==> config.mk <==
export PLATFORM = sky130hd
export DESIGN_NAME = mda_adc_filter_flat
export DESIGN_NICKNAME = d
export VERILOG_FILES = /design/src/rtl/mda_adc_filter_pkg.sv /design/src/rtl/mda_adc_filter_if.sv /design/src/rtl/mda_adc_filter_ema.sv /design/src/rtl/mda_adc_filter.sv /design/src/flat_wrapper.sv
export SDC_FILE = /design/constraint.sdc
export NUM_CORES = 1
export LEC_CHECK = 0
export ABC_CLOCK_PERIOD_IN_PS = 10500
export CAP_MARGIN = 5
export CELL_PAD_IN_SITES_DETAIL_PLACEMENT = 2
export CELL_PAD_IN_SITES_GLOBAL_PLACEMENT = 2
export CORE_AREA = 2 2 249 251
export CTS_CLUSTER_SIZE = 30
export DETAILED_ROUTE_END_ITERATION = 16
export DIE_AREA = 0 0 251 253
export MAX_ROUTING_LAYER = met4
export PLACE_DENSITY = 0.91
export SLEW_MARGIN = 20
export SYNTH_ARGS = -nofsm -noshare
export SYNTH_HDL_FRONTEND = slang
export SYNTH_SLANG_ARGS = --single-unit
==> constraint.sdc <==
create_clock -name spi_clk -period 10.5 [get_ports spi_clk]
set_input_delay 1.05 -clock spi_clk [delete_from_list [all_inputs] [get_ports spi_clk]]
set_output_delay 1.05 -clock spi_clk [all_outputs]
set_load 0.01 [all_outputs]
**Run 1: routing congestion**

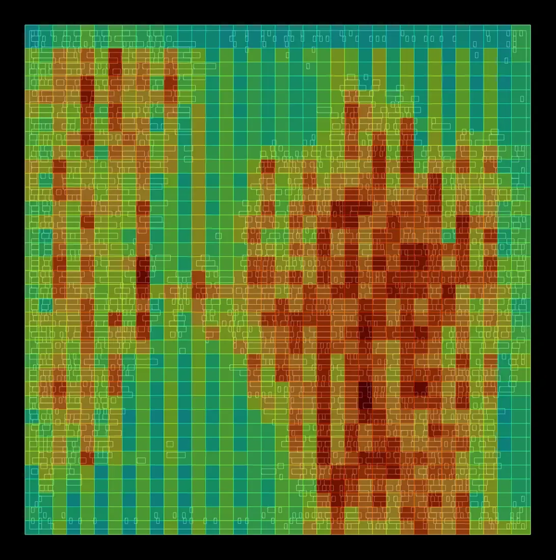
GRT met1 Usage: 0.2461
fin util: 0.3810
GRT Total Usage: 0.2210
Avg WL per Cell: 24.53 µm
M2 GR Usage: 0.3930

**Run 1: register map, names as in the netlist**

Drawn at 1 px/µm. Other sequential cells in the stronger gray, the rest of the logic in the fainter gray.
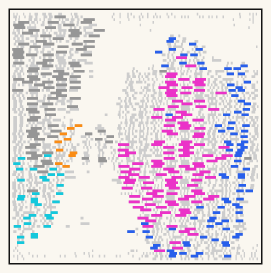
- blue: u_core.bus.filt_channels (sequential cells 96)
- cyan: u_core.bus.sample_count (sequential cells 32; where bottom left)
- orange: u_core.r_tick_cnt (sequential cells 10; where left middle)
- magenta: u_core.r_acc (sequential cells 128)
sequential share of cell area: 0.4170
sequential logic power: 1780 µW

**Run 1: pin map**

Drawn at 2 px/µm. Pins as bars across the die edge, other pins in gray.
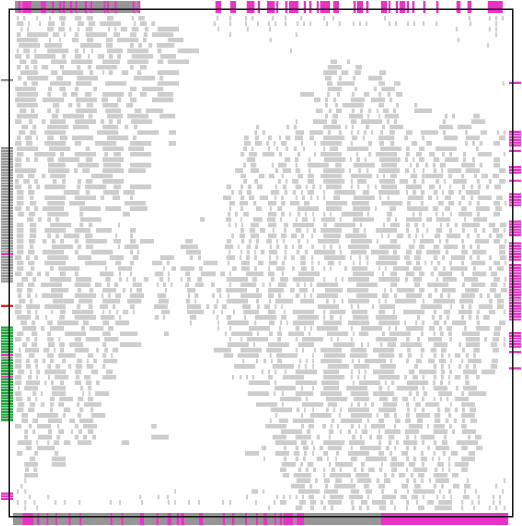
- red: bus_enable (pins 1; direction input; edge left)
- green: bus_sample_count (pins 32; direction output; edge left)
- magenta: bus_filt_channels (pins 256; direction output; edge 109 bottom, 83 top, 58 right, 6 left)
Die X: 251 µm
number of port buffers: 227
die extent in y: 253 µm

==> impl_metrics.tcl, run 1 <==
# metrics dict for downstream scripts
set metrics [dict create \
    peakVddDrop_mv 0.1167 \
    mostFrequentLayoutCells "226 x clkdlybuf4s50_1, 224 x edfxtp_1, 198 x nor2_1" \
    switching_power_uw 1272 \
    synthArstFlopShare 0 \
    warnings 196 \
    fin_setup_tns_ns 0 \
    h-tree-depth 2 \
    drive_above_1_share 0.08260 \
    path_max_fanout 37 \
    post-route-worst-setup-slack_ns 3.391 \
    grt_max_degree 117 \
    p_sw_frac 0.3013 \
    ctsResizeCount 0 \
    combPwrFrac 0.199 \
    edf_count 224 \
    syn_area_um2 19320 \
    synth_cell_types 58 \
    worstMarginPinSlew_ns 1.181 \
    post-place-ws_ns 3.467 \
    holdCritPathClass "flop to flop" \
    cts_num_sinks 372 \
    area.growth.synth_to_final_pct 20.36 \
    mostFrequentLayoutCell "clkdlybuf4s50_1" \
    grt_pass1_wl_um 104300 \
    fp_util 0.3165 \
    outcome "complete, no violations" \
    required_ns 10.81 \
    power_density_nw_per_um2 181.6 \
    ys_seq_share 0.5016 \
    clk_latency_ns 0.61 \
    finalCritPeriodShare 0.6771 \
    yosysCellCount 1817 \
    max_freq_ghz 0.1407 \
    dr.pass1.iters 7 \
    cp-end-kind "flop" \
    rows 91 \
    vias 14727 \
    worstSetupPathType "flop to flop" \
    clk_path_buf_depth 3 \
    postRouteAntennaNets 0 \
    cts_root_buf "clkbuf_16" \
    syn_avg_cell_area_um2 10.63 \
    skew_ns 0.05224 \
    synth_warnings 0 \
    cts_made_buffers 44 \
    routed_via_density 5.191 \
    flop_cell "edfxtp_1" \
    hold_buffers 0 \
    p_leak_uw 0.008744 \
    dieArea_um2 63500 \
    remaining_drc_errors 0 \
    boundaryPins 548 \
    syn_inst 1817 \
    ys_ff 372 \
    cp.arrival_ns 7.42 \
    min_path_cells 1 \
    hold_viol 0 \
    gp_congestion 0.8301 \
    initialDrtViolationCount 1019 \
    p_int_uw 2950 \
    globalRouteMet3Util 0.03824 \
    rsz0062_at_grt "false" \
    reg2reg_depth 22 \
    slew_viol_final 0 \
    setup_viol 0 \
    cap_violations 0 \
    grt_overflow 0 \
    core_um2 61030 \
    clk_pin_slew_ns 0.06 \
    grt_most_used_layer "met2" \
    cp-start-kind "flop" \
    seq_power_share 0.421 \
    maxSlewHeadroom 0.2074 \
    tritoncts "yes" \
    rrSetupSlack_ns 3.39 \
    fin_nets 2319 \
    finalCriticalPeriod_ns 7.109 \
    place_hpwl_um 48640 \
    drt_wl_total_um 69590 \
    grt_antenna_before_repair 2 \
    power.share.clock 0.380 \
    largest_register_ffs 128 \
    yosys-stat-area_um2 19320 \
    grt_pass1_vias 16350 \
    post_cts.repair.setup_buffers 0 \
]
## run 1: power by group through the flow
stage	clock [µW]	combinational [µW]	sequential, µW
5_1_grt	1680	917	1790
3_5_place_dp	0	826	1800
6_report	1610	841	1780
4_1_cts	1620	836	1780
3_3_place_gp	0	758	1780
2_1_floorplan	0	595	1770
## run 1: per-layer routing
layer | part of all wire | vias up | wire [µm]
met3 | 0.055 | 132 | 3817
met4 | 0.036 | 0 | 2473
met2 | 0.53 | 583 | 36560
li1 | - | 6486 | -
met5 | 0 | - | 0
met1 | 0.38 | 7526 | 26740
## run 1: worst max-delay path, stage by stage (launching register included)
cell and delay, ns:
dfxtp_2 0.78, buf_4 0.66, mux4_2 0.59, mux2i_1 0.51, ha_1 0.39, and2_1 0.19, and4b_4 0.24, o21a_1 0.19
o211ai_1 0.25, nand2_1 0.12, o21ai_0 0.16, nor2b_1 0.19, xnor2_1 0.15, ha_1 0.33, a21o_1 0.22, a21o_1 0.18
a21oi_1 0.14, o21ai_0 0.18, a31oi_1 0.34, xor2_1 0.20, nand2_1 0.07, o21ai_1 0.55, nor2_1 0.16
## run 1: per-stage QoR
step	instance area, µm²	util	power [µW]	cells	hold slack [ns]
after floorplan	19910	-	2369	1976	0.4176
after global placement	21730	0.3561	2541	2756	0.4336
after detailed placement	21760	0.3565	2628	2757	0.4428
final	23250	0.3810	4223	2837	0.4569
after global routing	23250	0.3810	4383	2837	0.4911
after CTS	23240	0.3808	4236	2836	0.4592
## run 1: area by class of cell
| cell class | instances | area [µm²] |
|---|---|---|
| inverters | 42 | 157.7 |
| clock inverters | 22 | 250.2 |
| repair buffers | 239 | 2376 |
| fillers | 6399 | 37780 |
| flip-flops and latches | 372 | 9696 |
| clock buffers | 57 | 1231 |
| multi-input cells | 1314 | 8549 |
| diodes | 1 | 2.502 |
| well taps | 790 | 988.4 |
## run 1: cells in the mapped netlist (56+ instances only)
cell / count / share of area
edfxtp_1: 224 / 0.35
nor2_1: 198 / 0.038
buf_4: 160 / 0.062
dfxtp_1: 148 / 0.15
a21oi_1: 119 / 0.031
o21ai_0: 105 / 0.027
nand2_1: 100 / 0.019
and3_1: 99 / 0.032
xnor2_1: 80 / 0.036
clkbuf_1: 76 / 0.015
and2_1: 62 / 0.020
nand3_1: 60 / 0.016
mux4_2: 56 / 0.065
## run 1: cells by family (layout without fill, tap and decap cells)
| group | Yosys count | after routing | synth area share |
|---|---|---|---|
| other cells | 1 | 161 | 0.0001941 |
| buf+inv | 290 | 360 | 0.08796 |
| compound gates | 281 | 281 | 0.08070 |
| fa+ha+maj | 47 | 47 | 0.03083 |
| simple gates | 601 | 601 | 0.1523 |
| flops | 372 | 372 | 0.5016 |
| xor+xnor | 135 | 135 | 0.06121 |
| mux | 90 | 90 | 0.08517 |
**Run 1: a small window of the routed layout**

Region (113, 63) to (138, 88) µm. Cells in gray, sequential cells in the stronger gray; small squares are vias.
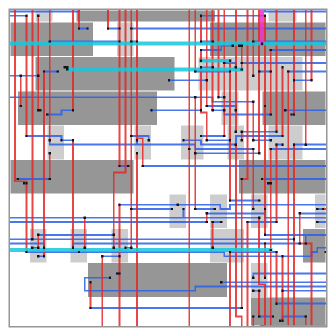

==> inputs of run 2 (changes only) <==
Settings changed: ABC_CLOCK_PERIOD_IN_PS 10500 to 6000, CORE_AREA 2 2 249 251 to 2 2 271 273, DIE_AREA 0 0 251 253 to 0 0 273 275, PLACE_DENSITY 0.91 to 0.82.
Clock period 10.5 ns to 6 ns, I/O delays scaled along.
**Run 2: a small window of the routed layout**

Region (124, 70) to (149, 95) µm. Cells in gray, sequential cells in the stronger gray; small squares are vias.
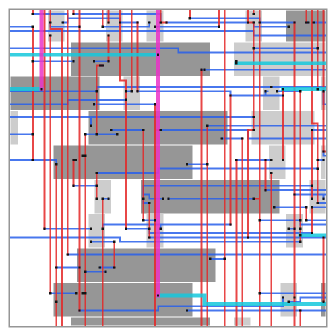
- magenta: met4
- blue: met1
- cyan: met3
- red: met2
- most frequent: nor2_1 (10), edfxtp_1 (7), nand2_1 (3)
- cells with their middle in the window: 22
- sequential cells in the window: 7

==> run 2 against run 1 <==
Maximum frequency up 24%. Power up 75%. Sequential power up 74%. Critical endpoint is now u_core.r_acc[1][15]. Largest cell class unchanged. Largest power group unchanged.
==> impl_metrics.tcl, run 2 <==
# metrics dict for downstream scripts
set metrics [dict create \
    syn_avg_cell_area_um2 10.63 \
    holdCritPathClass "flop to flop" \
    placedCellCount 2947 \
    drive_above_1_share 0.09712 \
    place_hpwl_um 46870 \
    boundaryPins 548 \
    ys_seq_share 0.5016 \
    core_um2 72340 \
    peakVddDrop_mv 0.2076 \
    gp_congestion 0.8924 \
    warnings 194 \
    largest_register_ffs 128 \
    synthArstFlopShare 0 \
    p_sw_frac 0.3015 \
    synth_cell_types 58 \
    cap_violations 0 \
    h-tree-depth 2 \
    grt_max_degree 200 \
    path_max_fanout 11 \
    postRouteAntennaNets 0 \
    routedWlPerCell_um 21.69 \
    fp_util 0.2670 \
    grt_overflow 0 \
    clk_latency_ns 0.61 \
    required_ns 6.44 \
    remaining_drc_errors 0 \
    drt_wl_total_um 65930 \
    topCellsByArea "edfxtp_1 35%, dfxtp_1 15%, mux4_2 6.5%" \
    top_cell "edfxtp_1" \
    min_path_cells 1 \
    post-place-ws_ns -0.1755 \
    clk_pin_slew_ns 0.06 \
    grt_pass1_wl_um 98150 \
    yosysTopAreaCellShare 0.3482 \
    routed_via_density 4.767 \
    mostFrequentLayoutCells "226 x clkdlybuf4s50_1, 224 x edfxtp_1, 198 x nor2_1" \
    rsz0062_at_grt "false" \
    cts_made_buffers 45 \
    p_leak_uw 0.008923 \
    outcome "complete, no violations" \
    cp.arrival_ns 6.17 \
    grt_antenna_before_repair 1 \
    post-route-worst-setup-slack_ns 0.2645 \
    finalCritPeriodShare 0.9559 \
    worstSetupPathType "flop to flop" \
    p_int_uw 5173 \
    yosysCellCount 1817 \
    syn_inst 1817 \
    power_density_nw_per_um2 311.4 \
    switching_power_uw 2233 \
    slew_viol_final 0 \
    grt_pass1_vias 15635 \
    numPortBuffers 227 \
    cts_root_buf "clkbuf_16" \
    synth_warnings 0 \
    dr.pass1.iters 5 \
    finalCriticalPeriod_ns 5.735 \
    skew_ns 0.03208 \
    initialDrtViolationCount 914 \
    syn_area_um2 19320 \
    power.share.clock 0.375 \
    tritoncts "yes" \
    die_x_um 273 \
    rows 99 \
    seq_power_share 0.418 \
    cts_num_sinks 372 \
    maxSlewHeadroom 0.2809 \
    largest_area_cell "edfxtp_1" \
    mostFrequentLayoutCell "clkdlybuf4s50_1" \
    setup_viol 0 \
    fin_nets 2350 \
    die_h_um 275 \
    fin_setup_tns_ns 0 \
    hold_viol 0 \
    clk_path_buf_depth 3 \
    max_freq_ghz 0.1744 \
]
**Run 2: register map, names as in the netlist**

Drawn at 1 px/µm. Other sequential cells in the stronger gray, the rest of the logic in the fainter gray.
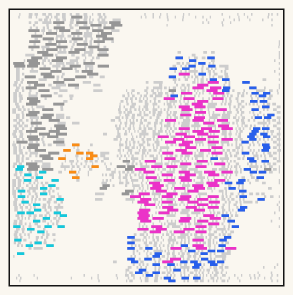
fin util: 0.3288
Flop area: 9698 µm²
sequential logic power: 3100 µW

-- run 2: cell counts after synthesis --
No cell type changed its count.
-- run 2: power by group through the flow --
stage / logic [µW] / registers [µW] / clock network [µW]
after global routing: 1680 / 3110 / 2930
after floorplan: 1040 / 3100 / 0
after detailed placement: 1500 / 3160 / 0
after CTS: 1520 / 3100 / 2840
after global placement: 1410 / 3120 / 0
final: 1530 / 3100 / 2780
-- run 2: cells by family (layout without fill, tap and decap cells) --
kind of cell / count (synthesis) / in the layout / share of synthesized area
DFF: 372 / 372 / 0.5016
and+or+nand+nor: 601 / 601 / 0.1523
AOI/OAI and AO/OA: 281 / 281 / 0.08070
other: 1 / 161 / 0.0001941
adders and majority gates: 47 / 47 / 0.03083
muxes: 90 / 90 / 0.08517
buffers and inverters: 290 / 394 / 0.08796
xor gates and xnor gates: 135 / 135 / 0.06121
-- run 2: timing repair --
item	CTS	global route
endpoints found under the setup margin	24	27
resized	3	3
gates cloned	0	0
buffers inserted	1	7
-- run 2: critical path: stages (launching register included) --
cell	delay, ns
dfxtp_4	0.40
buf_4	0.14
buf_12	0.17
mux4_2	0.58
mux2_2	0.31
ha_1	0.37
a21oi_1	0.17
nor2b_1	0.06
o21ai_0	0.22
nand2_1	0.10
a31oi_2	0.22
o21ai_2	0.13
or2_2	0.32
xor2_1	0.23
ha_1	0.33
a21o_1	0.18
a21oi_1	0.16
o21ai_0	0.17
a31oi_1	0.34
o21ai_0	0.21
and3_1	0.23
o31a_4	0.36
nor2_1	0.16
-- run 2: metal layers --
metal / vias to the layer above / track usage / wire (µm)
met1: 7324 / 0.2027 / 26560
met5: - / - / 0
met2: 461 / 0.3016 / 33290
met4: 0 / 0.07018 / 2673
li1: 6568 / - / -
met3: 138 / 0.03125 / 3406
-- run 2: cell type report --
| class | instances | area, µm² |
|---|---|---|
| antenna | 1 | 2.502 |
| clock buffer | 68 | 1331 |
| clock inverter | 15 | 148.9 |
| fill | 7795 | 48560 |
| inverter | 42 | 157.7 |
| multi-input combinational | 1314 | 8564 |
| sequential | 372 | 9698 |
| tap | 959 | 1200 |
| timing repair buffer | 269 | 2680 |
-- run 2: through the flow --
step | area (µm²) | total power [µW] | util | hold WS (ns)
3_5_place_dp | 22150 | 4656 | 0.3061 | 0.4570
6_report | 23780 | 7406 | 0.3288 | 0.4691
3_3_place_gp | 22150 | 4536 | 0.3061 | 0.4295
5_1_grt | 23780 | 7720 | 0.3288 | 0.5091
2_1_floorplan | 19910 | 4146 | - | 0.4176
4_1_cts | 23660 | 7461 | 0.3270 | 0.4798
Power is estimated from default activity; no workload was simulated.
